Design sfx_arbiter, sky130hd; sources not shown.
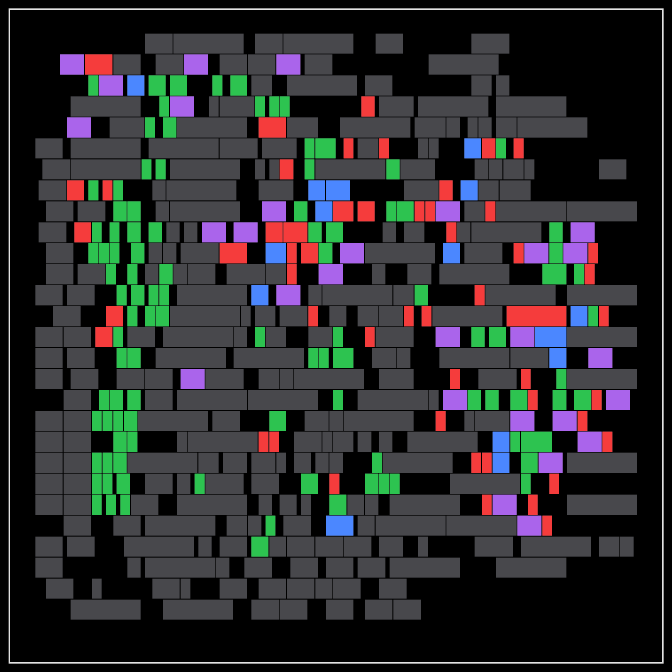
**Above:** logic cells by family.
blue -> AND and OR gates  # cells 15
red -> NOR gates  # cells 52
purple -> XOR/XNOR gates  # cells 28
green -> NAND gates  # cells 101
Final Non-Filler Cells: 512
most common cell after layout, fill and taps aside: clkdlybuf4s50_1
logic gate fraction of the total cell area: 40.3%

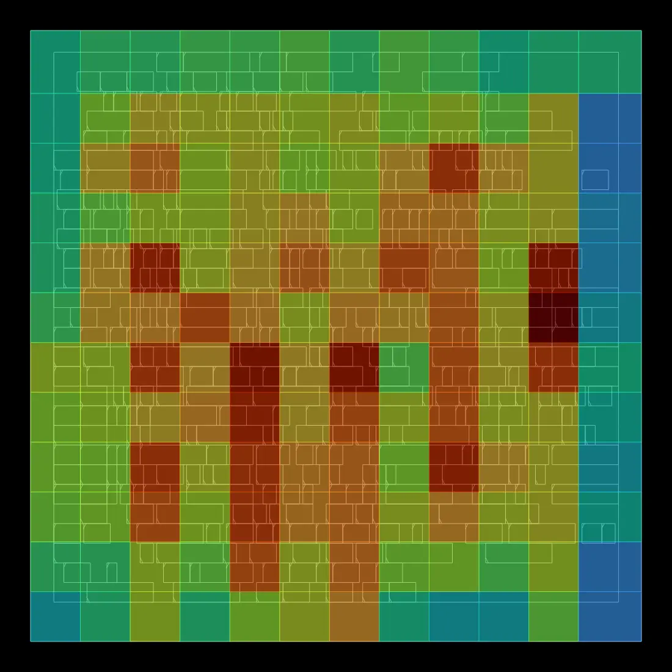
**Above:** congestion heat map.
Wirelength per Cell: 15.2 um
overall global routing resource usage: 23.8%
GRT busiest layer: met2
Finished Core Util: 70.3%
met2 usage: 39.8%

==> CHANGELOG.md <==
### Physical design

- Status: completed
- Least-Margin Pin Slew: 1.10 ns
- Met3 Wirelength: 392 um
- Pwr/cell area: 581 nW/um^2
- Layout cells sized above 1: 6.86%
- Synth top cells by count: dfrtp_1, nand2_1, nor2_1
- Post-route ant nets: 0
- Register share after synthesis: 45.1%
- Setup TNS: 0 ns
- Top non-seq family: simple AND/OR/NAND/NOR gates
- RSZ-0062 raised after global routing: no
- Met3 GRT Util: 4.51%
- Final min period: 3.20 ns
- Gate Count Post-Synth: 362
- Drc violations: 0
- Buffers and inverters on the worst path: 2
- P_clk: 0.478 mW
- Clock group share of total power: 19.7%
- Count of final setup violators: 0
- Max-area cell share: 45.1%
- Iter 0 DRT Violations: 166
- Dominant flop cell: dfrtp_1
- CP arrival: 3.47 ns
- Ports: 68
- Final worst-path setup slack: 0.749 ns
- Layout non-clock buf frac: 16.8%
- Worst Reg2Reg Path Length in Cells: 11
- First-pass GRT wire length: 13.7 mm
- CTS tree: done
- Placed instance area: 4020 um^2
- Top power group: combinational logic
- Post-Place Cells: 496
- Hold Path Class: in -> async
- Slew HR: 26.6%
- Gr ovfl total: 0
- Worst Setup End Kind: flop
- CTS sink cnt: 59
- CTS buffer count: 9
- Flop share of the area: 35.3%
- Final Power: 2.43 mW
- Setup CP Type: reg -> reg
- Inverter count: 14
- Final instance area: 4190 um^2
- Via count: 2920
- Dpl hpwl: 5.79 mm
Power is estimated from default activity; no workload was simulated.
